==> images/final_congestion.png <==
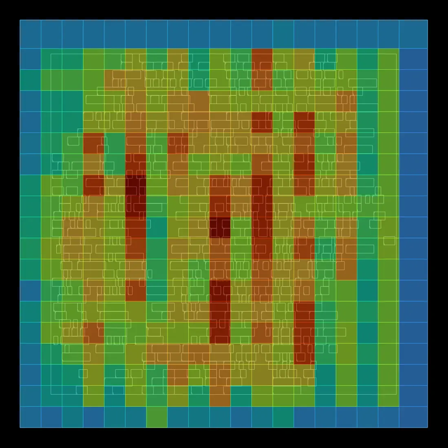
==> images/clock_map.png <==
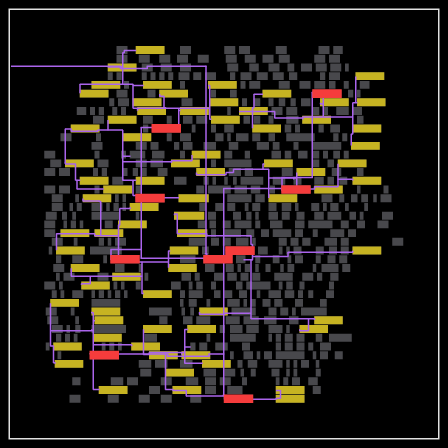
==> images/gate_families.png <==
Bar = 50 um.
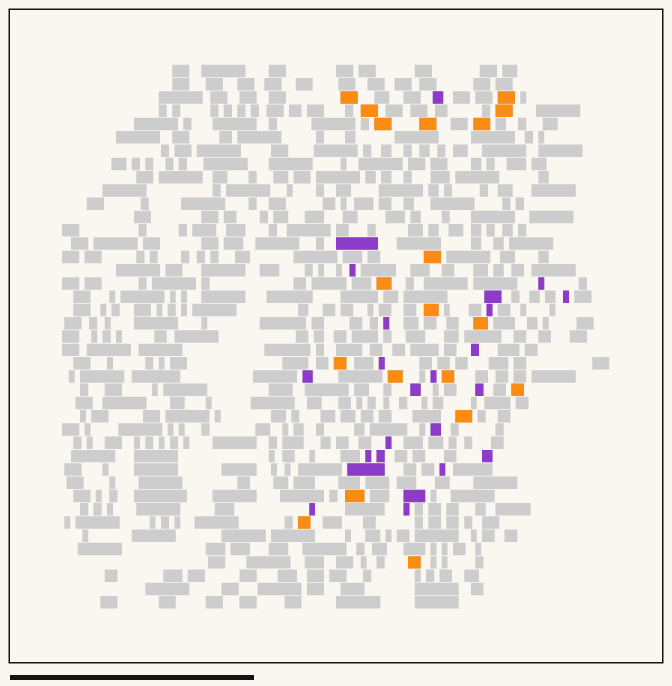
==> images/density.png <==
13 x 13 tiles, from dark blue (low) to red (high), 0 to 100% covered.
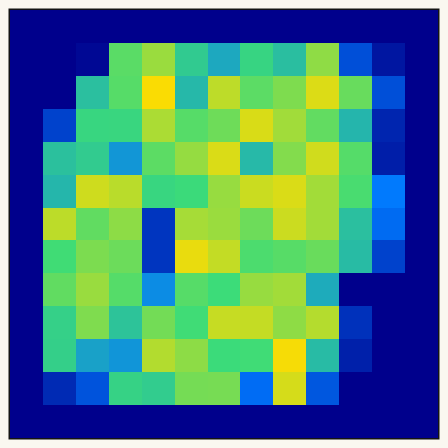
===== src/rtl/i2c_transaction_sequencer_if.sv =====
// Groups the command, bit-op and response signals shared by a host, the transaction sequencer and the I2C bit engine.
// Signal suffixes are from the sequencer's point of view. The sequencer connects through the master modport.
interface i2c_transaction_sequencer_if #(
  parameter int REG_ADDR_BYTES = 2,
  parameter int MAX_DATA_BYTES = 2,
  parameter int LEN_W          = $clog2(MAX_DATA_BYTES + 1)
);
  logic                        cmd_valid_i;
  logic                        cmd_ready_o;
  logic                        cmd_rnw_i;
  logic [6:0]                  cmd_dev_addr_i;
  logic [8*REG_ADDR_BYTES-1:0] cmd_reg_addr_i;
  logic [LEN_W-1:0]            cmd_len_i;
  logic [8*MAX_DATA_BYTES-1:0] cmd_wdata_i;
  logic                        op_valid_o;
  logic                        op_ready_i;
  logic [2:0]                  op_o;
  logic                        res_valid_i;
  logic                        res_bit_i;
  logic                        rsp_valid_o;
  logic                        rsp_error_o;
  logic [8*MAX_DATA_BYTES-1:0] rsp_rdata_o;

  modport master (
    input  cmd_valid_i, cmd_rnw_i, cmd_dev_addr_i, cmd_reg_addr_i, cmd_len_i, cmd_wdata_i,
    input  op_ready_i, res_valid_i, res_bit_i,
    output cmd_ready_o, op_valid_o, op_o, rsp_valid_o, rsp_error_o, rsp_rdata_o
  );

  modport slave (
    output cmd_valid_i, cmd_rnw_i, cmd_dev_addr_i, cmd_reg_addr_i, cmd_len_i, cmd_wdata_i,
    output op_ready_i, res_valid_i, res_bit_i,
    input  cmd_ready_o, op_valid_o, op_o, rsp_valid_o, rsp_error_o, rsp_rdata_o
  );
endinterface


===== src/rtl/i2c_transaction_sequencer.sv =====
// Compiles one I2C register read/write command into a stream of bit-level ops for the I2C engine,
// aborts on slave NACK and reassembles read data into a right-aligned response word.
module i2c_transaction_sequencer #(
  parameter int REG_ADDR_BYTES = 2,
  parameter int MAX_DATA_BYTES = 2,
  parameter int LEN_W          = $clog2(MAX_DATA_BYTES + 1)
) (
  input  logic                        clk_i,
  input  logic                        rst_n_i,
  i2c_transaction_sequencer_if.master bus
);
  localparam int RW = 8 * REG_ADDR_BYTES;
  localparam int DW = 8 * MAX_DATA_BYTES;

  localparam logic [2:0] OP_RX    = 3'd2;
  localparam logic [2:0] OP_RXACK = 3'd3;
  localparam logic [2:0] OP_RS    = 3'd4;
  localparam logic [2:0] OP_ST    = 3'd5;
  localparam logic [2:0] OP_SP    = 3'd6;

  localparam logic [3:0] S_IDLE   = 4'd0;
  localparam logic [3:0] S_START  = 4'd1;
  localparam logic [3:0] S_DEV_W  = 4'd2;
  localparam logic [3:0] S_REG    = 4'd3;
  localparam logic [3:0] S_WDATA  = 4'd4;
  localparam logic [3:0] S_RSTART = 4'd5;
  localparam logic [3:0] S_DEV_R  = 4'd6;
  localparam logic [3:0] S_RDATA  = 4'd7;
  localparam logic [3:0] S_STOP   = 4'd8;

  logic [3:0]       state_q, state_d;
  logic [3:0]       bit_q, bit_d;
  logic [3:0]       byte_q, byte_d;
  logic             wait_q, wait_d;
  logic             rnw_q, rnw_d;
  logic [6:0]       dev_q, dev_d;
  logic [LEN_W-1:0] len_q, len_d;
  logic [RW-1:0]    reg_q, reg_d;
  logic [DW-1:0]    wdata_q, wdata_d;
  logic [DW-1:0]    rdata_q, rdata_d;
  logic             err_q, err_d;
  logic             rsp_q, rsp_d;

  logic [2:0]       op;
  logic             op_active;
  logic [3:0]       phase_bytes;
  logic             last_byte;
  logic             op_fire, res_fire, is_rx_op;
  logic [LEN_W-1:0] len_c;

  // NOTE: every signal driven from always_comb gets a default first, so no latch is ever inferred.
  always_comb begin
    op          = OP_SP;
    op_active   = 1'b1;
    phase_bytes = 4'd1;
    if (state_q == S_REG) begin
      phase_bytes = 4'(REG_ADDR_BYTES);
    end else if (state_q == S_WDATA || state_q == S_RDATA) begin
      phase_bytes = 4'(len_q);
    end
    last_byte = (byte_q == phase_bytes - 4'd1);
    case (state_q)
      S_START:          op = OP_ST;
      S_RSTART:         op = OP_RS;
      S_STOP:           op = OP_SP;
      S_DEV_W, S_DEV_R: begin
        if (bit_q == 4'd8)      op = OP_RXACK;
        else if (bit_q == 4'd7) op = {2'b00, (state_q == S_DEV_R)};
        else                    op = {2'b00, dev_q[3'd6 - bit_q[2:0]]};
      end
      S_REG:   op = (bit_q == 4'd8) ? OP_RXACK : {2'b00, reg_q[RW-1]};
      S_WDATA: op = (bit_q == 4'd8) ? OP_RXACK : {2'b00, wdata_q[DW-1]};
      // Master ACKs every read byte except the last, which it NACKs.
      S_RDATA: op = (bit_q == 4'd8) ? {2'b00, last_byte} : OP_RX;
      default: op_active = 1'b0;
    endcase
  end

  assign is_rx_op = (op == OP_RX) || (op == OP_RXACK);
  assign op_fire  = op_active && !wait_q && bus.op_ready_i;
  assign res_fire = wait_q && bus.res_valid_i;
  assign len_c    = (bus.cmd_len_i > LEN_W'(MAX_DATA_BYTES)) ? LEN_W'(MAX_DATA_BYTES) : bus.cmd_len_i;

  always_comb begin
    state_d = state_q;
    bit_d   = bit_q;
    byte_d  = byte_q;
    wait_d  = wait_q;
    rnw_d   = rnw_q;
    dev_d   = dev_q;
    len_d   = len_q;
    reg_d   = reg_q;
    wdata_d = wdata_q;
    rdata_d = rdata_q;
    err_d   = err_q;
    rsp_d   = 1'b0;
    if (state_q == S_IDLE) begin
      if (bus.cmd_valid_i) begin
        state_d = S_START;
        bit_d   = '0;
        byte_d  = '0;
        wait_d  = 1'b0;
        rnw_d   = bus.cmd_rnw_i;
        dev_d   = bus.cmd_dev_addr_i;
        len_d   = len_c;
        reg_d   = bus.cmd_reg_addr_i;
        // Left-align the payload so the first byte to send always sits at the MSB.
        wdata_d = bus.cmd_wdata_i << (8 * (MAX_DATA_BYTES - int'(len_c)));
        rdata_d = '0;
        err_d   = 1'b0;
      end
    end else if (op_fire && is_rx_op) begin
      wait_d = 1'b1;
    end else if (op_fire || res_fire) begin
      wait_d = 1'b0;
      if (state_q == S_START) begin
        state_d = S_DEV_W;
      end else if (state_q == S_RSTART) begin
        state_d = S_DEV_R;
      end else if (state_q == S_STOP) begin
        state_d = S_IDLE;
        rsp_d   = 1'b1;
      end else if (op == OP_RXACK && bus.res_bit_i) begin
        err_d   = 1'b1;
        state_d = S_STOP;
      end else begin
        if (op == OP_RX)                       rdata_d = {rdata_q[DW-2:0], bus.res_bit_i};
        if (state_q == S_REG   && bit_q != 4'd8) reg_d   = reg_q << 1;
        if (state_q == S_WDATA && bit_q != 4'd8) wdata_d = wdata_q << 1;
        if (bit_q != 4'd8) begin
          bit_d = bit_q + 4'd1;
        end else begin
          bit_d = '0;
          if (!last_byte) begin
            byte_d = byte_q + 4'd1;
          end else begin
            byte_d = '0;
            case (state_q)
              S_DEV_W: state_d = S_REG;
              S_REG:   state_d = (len_q == '0) ? S_STOP : (rnw_q ? S_RSTART : S_WDATA);
              S_DEV_R: state_d = S_RDATA;
              default: state_d = S_STOP;
            endcase
          end
        end
      end
    end
  end

  // NOTE: registers are written with non-blocking assignments so every flop samples pre-edge values.
  always_ff @(posedge clk_i or negedge rst_n_i) begin
    if (!rst_n_i) begin
      state_q <= S_IDLE;
      bit_q   <= '0;
      byte_q  <= '0;
      wait_q  <= 1'b0;
      rnw_q   <= 1'b0;
      dev_q   <= '0;
      len_q   <= '0;
      reg_q   <= '0;
      wdata_q <= '0;
      rdata_q <= '0;
      err_q   <= 1'b0;
      rsp_q   <= 1'b0;
    end else begin
      state_q <= state_d;
      bit_q   <= bit_d;
      byte_q  <= byte_d;
      wait_q  <= wait_d;
      rnw_q   <= rnw_d;
      dev_q   <= dev_d;
      len_q   <= len_d;
      reg_q   <= reg_d;
      wdata_q <= wdata_d;
      rdata_q <= rdata_d;
      err_q   <= err_d;
      rsp_q   <= rsp_d;
    end
  end

  assign bus.cmd_ready_o = (state_q == S_IDLE);
  assign bus.op_valid_o  = op_active && !wait_q;
  assign bus.op_o        = op;
  assign bus.rsp_valid_o = rsp_q;
  assign bus.rsp_error_o = err_q;
  assign bus.rsp_rdata_o = rdata_q;
endmodule


===== src/flat_wrapper.sv =====
// flat-port wrapper written by rule: the top's interface ports become plain ports
module i2c_transaction_sequencer_flat 
#(
  parameter int REG_ADDR_BYTES = 2,
  parameter int MAX_DATA_BYTES = 2,
  parameter int LEN_W          = $clog2(MAX_DATA_BYTES + 1)
)
  (clk_i, rst_n_i, bus_cmd_valid_i, bus_cmd_rnw_i, bus_cmd_dev_addr_i, bus_cmd_reg_addr_i, bus_cmd_len_i, bus_cmd_wdata_i, bus_op_ready_i, bus_res_valid_i, bus_res_bit_i, bus_cmd_ready_o, bus_op_valid_o, bus_op_o, bus_rsp_valid_o, bus_rsp_error_o, bus_rsp_rdata_o);
  i2c_transaction_sequencer_if #(.REG_ADDR_BYTES(REG_ADDR_BYTES), .MAX_DATA_BYTES(MAX_DATA_BYTES), .LEN_W(LEN_W)) bus_i ();
  input  logic clk_i;
  input  logic rst_n_i;
  input wire logic [$bits(bus_i.cmd_valid_i)-1:0] bus_cmd_valid_i;
  input wire logic [$bits(bus_i.cmd_rnw_i)-1:0] bus_cmd_rnw_i;
  input wire logic [$bits(bus_i.cmd_dev_addr_i)-1:0] bus_cmd_dev_addr_i;
  input wire logic [$bits(bus_i.cmd_reg_addr_i)-1:0] bus_cmd_reg_addr_i;
  input wire logic [$bits(bus_i.cmd_len_i)-1:0] bus_cmd_len_i;
  input wire logic [$bits(bus_i.cmd_wdata_i)-1:0] bus_cmd_wdata_i;
  input wire logic [$bits(bus_i.op_ready_i)-1:0] bus_op_ready_i;
  input wire logic [$bits(bus_i.res_valid_i)-1:0] bus_res_valid_i;
  input wire logic [$bits(bus_i.res_bit_i)-1:0] bus_res_bit_i;
  output wire logic [$bits(bus_i.cmd_ready_o)-1:0] bus_cmd_ready_o;
  output wire logic [$bits(bus_i.op_valid_o)-1:0] bus_op_valid_o;
  output wire logic [$bits(bus_i.op_o)-1:0] bus_op_o;
  output wire logic [$bits(bus_i.rsp_valid_o)-1:0] bus_rsp_valid_o;
  output wire logic [$bits(bus_i.rsp_error_o)-1:0] bus_rsp_error_o;
  output wire logic [$bits(bus_i.rsp_rdata_o)-1:0] bus_rsp_rdata_o;
  assign bus_i.cmd_valid_i = bus_cmd_valid_i;
  assign bus_i.cmd_rnw_i = bus_cmd_rnw_i;
  assign bus_i.cmd_dev_addr_i = bus_cmd_dev_addr_i;
  assign bus_i.cmd_reg_addr_i = bus_cmd_reg_addr_i;
  assign bus_i.cmd_len_i = bus_cmd_len_i;
  assign bus_i.cmd_wdata_i = bus_cmd_wdata_i;
  assign bus_i.op_ready_i = bus_op_ready_i;
  assign bus_i.res_valid_i = bus_res_valid_i;
  assign bus_i.res_bit_i = bus_res_bit_i;
  assign bus_cmd_ready_o = bus_i.cmd_ready_o;
  assign bus_op_valid_o = bus_i.op_valid_o;
  assign bus_op_o = bus_i.op_o;
  assign bus_rsp_valid_o = bus_i.rsp_valid_o;
  assign bus_rsp_error_o = bus_i.rsp_error_o;
  assign bus_rsp_rdata_o = bus_i.rsp_rdata_o;
  i2c_transaction_sequencer #(.REG_ADDR_BYTES(REG_ADDR_BYTES), .MAX_DATA_BYTES(MAX_DATA_BYTES), .LEN_W(LEN_W)) u_core (.clk_i(clk_i), .rst_n_i(rst_n_i), .bus(bus_i));
endmodule

===== config.mk =====
export PLATFORM = sky130hd
export DESIGN_NAME = i2c_transaction_sequencer_flat
export DESIGN_NICKNAME = d
export VERILOG_FILES = /design/src/rtl/i2c_transaction_sequencer_if.sv /design/src/rtl/i2c_transaction_sequencer.sv /design/src/flat_wrapper.sv
export SDC_FILE = /design/constraint.sdc
export NUM_CORES = 1
export LEC_CHECK = 0
export CELL_PAD_IN_SITES_DETAIL_PLACEMENT = 1
export CELL_PAD_IN_SITES_GLOBAL_PLACEMENT = 1
export CORE_MARGIN = 10
export CORE_UTILIZATION = 30
export CTS_CLUSTER_SIZE = 16
export DETAILED_ROUTE_END_ITERATION = 16
export PLACE_DENSITY_LB_ADDON = 0.25
export SYNTH_ARGS = -nofsm -noshare
export SYNTH_HDL_FRONTEND = slang
export SYNTH_SLANG_ARGS = --single-unit

===== constraint.sdc =====
create_clock -name clk_i -period 2.5 [get_ports clk_i]
set_clock_uncertainty 0.15 [all_clocks]
set_input_delay 0.375 -clock clk_i [delete_from_list [all_inputs] [get_ports clk_i]]
set_output_delay 0.375 -clock clk_i [all_outputs]
set_load 0.01 [all_outputs]

==> out/metrics.json <==
{
  "run_status": {
    "status": "finished with violations",
    "failed_checks": "negative setup slack"
  },
  "logic_synthesis": {
    "synth.distinct_cells": 52,
    "synth.cell_area_sq_um": 3870,
    "synth.yosys.chip_area_sq_um": 3870,
    "top_cell_type_by_total_area_after_synthesis": "dfrtp_1",
    "async_flop_share_pct": 100,
    "synth-seq-cells": 73,
    "synth-edff-count": 0,
    "ys_top_cells_by_area": "dfrtp_1 (47%), nand2_1 (7.0%), a21oi_1 (5.7%), o21ai_1 (5.0%), mux2i_1 (4.9%)"
  },
  "setup_path": {
    "origin_of_the_worst_setup_path": "u_core.state_q[1]",
    "r2r-end": "u_core.reg_q[14]",
    "cp-endpoint": "u_core.reg_q[14]",
    "timing.critical_path.fanout_max": 7,
    "critical_path.reg2reg.startpoint": "u_core.state_q[1]"
  },
  "drt": {
    "drtPass1Iterations": 4,
    "drt_drc_violations_left": 0,
    "vias_per_cell": 5.15,
    "finalWirelength_um": 13300
  },
  "pwr": {
    "pg_clk_mw": 1.32,
    "top_power_group": "combinational logic",
    "power.sequential.total_mw": 1.89,
    "share_clk_of_total_power_pct": 19.0
  },
  "clocking": {
    "cts_htree_levels": 3,
    "cts_made_buffers": 9,
    "clock_tree.root_cell": "clkbuf_16",
    "cts_num_sinks": 73,
    "clock_tree.buffer_depth": 2
  },
  "cells_and_area": {
    "num-fill-cells": 1440,
    "layout_top_cell_excl_fill_tap": "dfrtp_1"
  },
  "grt": {
    "grt_start_max_net_pins": 36,
    "grt_antenna_before_repair": 0,
    "grtUsageTotal_pct": 14.5,
    "global_route.overflow_total": 0
  },
  "floorplan": {
    "chip_area_sq_um": 17800,
    "die_y_um": 134,
    "core_util_floorplan_pct": 30.6,
    "core_region_area_sq_um": 12600
  },
  "final_timing": {
    "final.setup.worst_slack_ps": -260,
    "final-setup-viol-count": 61
  }
}
Notes on final_congestion.png above:
grt met1 use: 18.0%
grt met2 use: 23.3%
GR peak layer: met2
post-detailed-route wirelength per cell: 18.4 um

Notes on clock_map.png above:
[cells driving clock nets] red | count: 9
[clock wires] purple | length: 1,190 um
[flip-flops] yellow | count: 73
routed clock nets: 10

Notes on gate_families.png above:
[NOR gates] purple | cells: 24 | most used: nor2_1
[AND-OR and OR-AND gates] orange | cells: 19 | most used: a221o_1

Notes on density.png above:
emptiest ninth of the die: south-east
nearly empty tiles: 34%
densest ninth of the die: center
fullest tile: 74%
mean over tiles: 32%

[worst max-delay path: cells and delay by family (launching register included)]
| family | cells | cell delay (ps) |
|---|---|---|
| AOI/OAI and AO/OA | 5 | 1000 |
| and+or+nand+nor | 2 | 610 |
| DFF | 1 | 470 |
| buffers and inverters | 3 | 410 |
[state kept, by name, indices dropped and copies added, names as in the netlist]
register / cells
u_core.wait_q: 1
u_core.rnw_q: 1
u_core.bus.rsp_rdata_o: 16
u_core.bus.rsp_error_o: 1
u_core.bit_q: 4
u_core.wdata_q: 16
u_core.dev_q: 7
u_core.bus.rsp_valid_o: 1
u_core.state_q: 4
u_core.reg_q: 16
u_core.len_q: 2
u_core.byte_q: 4
[logic make-up after synthesis]
family / after synthesis / synth area share, %
AND-OR/OR-AND: 144 / 23.0
flip-flops: 73 / 47.2
AND/OR/NAND/NOR: 124 / 14.6
buffers and inverters: 45 / 4.66
XOR/XNOR: 2 / 0.453
multiplexers: 31 / 8.71
adder cells (fa/ha/maj): 4 / 1.29
[per-stage QoR]
| step | setup TNS (ps) | util [%] | hold WS [ps] | instance area [sq um] |
|---|---|---|---|---|
| finish | -12740 | 47.5 | 334 | 6000 |
| global route | -19110 | 47.5 | 363 | 6000 |
| CTS | -9250 | 44.3 | 334 | 5600 |
| detailed placement | -7720 | 40.6 | 217 | 5120 |
| global placement | -5170 | 40.6 | 213 | 5120 |
| floorplan | -1640 | - | -70.6 | 3950 |
[worst min path at each step]
stage | start | end | slack, ps | depth (start not counted)
after floorplan | rst_n_i | u_core.bit_q[0] | -70 | 0
after global placement | rst_n_i | u_core.byte_q[3] | 210 | 1
after detailed placement | rst_n_i | u_core.bus.rsp_rdata_o[13] | 220 | 1
after CTS | u_core.wdata_q[9] | u_core.wdata_q[9] | 330 | 2
after global routing | u_core.wdata_q[2] | u_core.wdata_q[2] | 360 | 2
final | u_core.wdata_q[13] | u_core.wdata_q[13] | 330 | 2
[metal layers]
metal	GRT usage (%)	part of all wire [%]	vias to the layer above
li1	-	-	1770
met1	18.0	44	1894
met2	23.3	50	48
met3	4.32	4.1	18
met4	5.56	1.9	0
met5	0	0	-
[Yosys cell counts (all sizes together), types with 2 or more instances]
library cell / instances
a211oi: 7
a21o: 2
a21oi: 44
a221o: 9
a22oi: 2
a31oi: 4
and2: 2
and3: 9
buf: 10
clkbuf: 24
dfrtp: 73
ha: 4
inv: 11
mux2: 11
mux2i: 19
nand2: 72
nand2b: 4
nand3: 8
nor2: 13
nor2b: 4
nor3: 4
nor4: 2
o21a: 3
o21ai: 56
o31ai: 3
or3: 3
xnor2: 2
[area by class of cell]
cell class / instances / share of cell area (%)
repair buffers: 148 / 24.3
well taps: 172 / 3.59
inverters: 11 / 0.730
clock buffers: 10 / 3.99
multi-input cells: 305 / 35.9
flip-flops and latches: 73 / 30.5
clock inverters: 5 / 0.939
[timing repair]
item,CTS,global route
resized,36,60
buffers inserted,11,10
cloned,1,7
hold buffers,1,0
pin swaps,15,34
endpoints found under the hold margin,32,0
setup endpoints to repair,65,63
Power figures rest on the tool's default switching activity, not on a simulated workload.
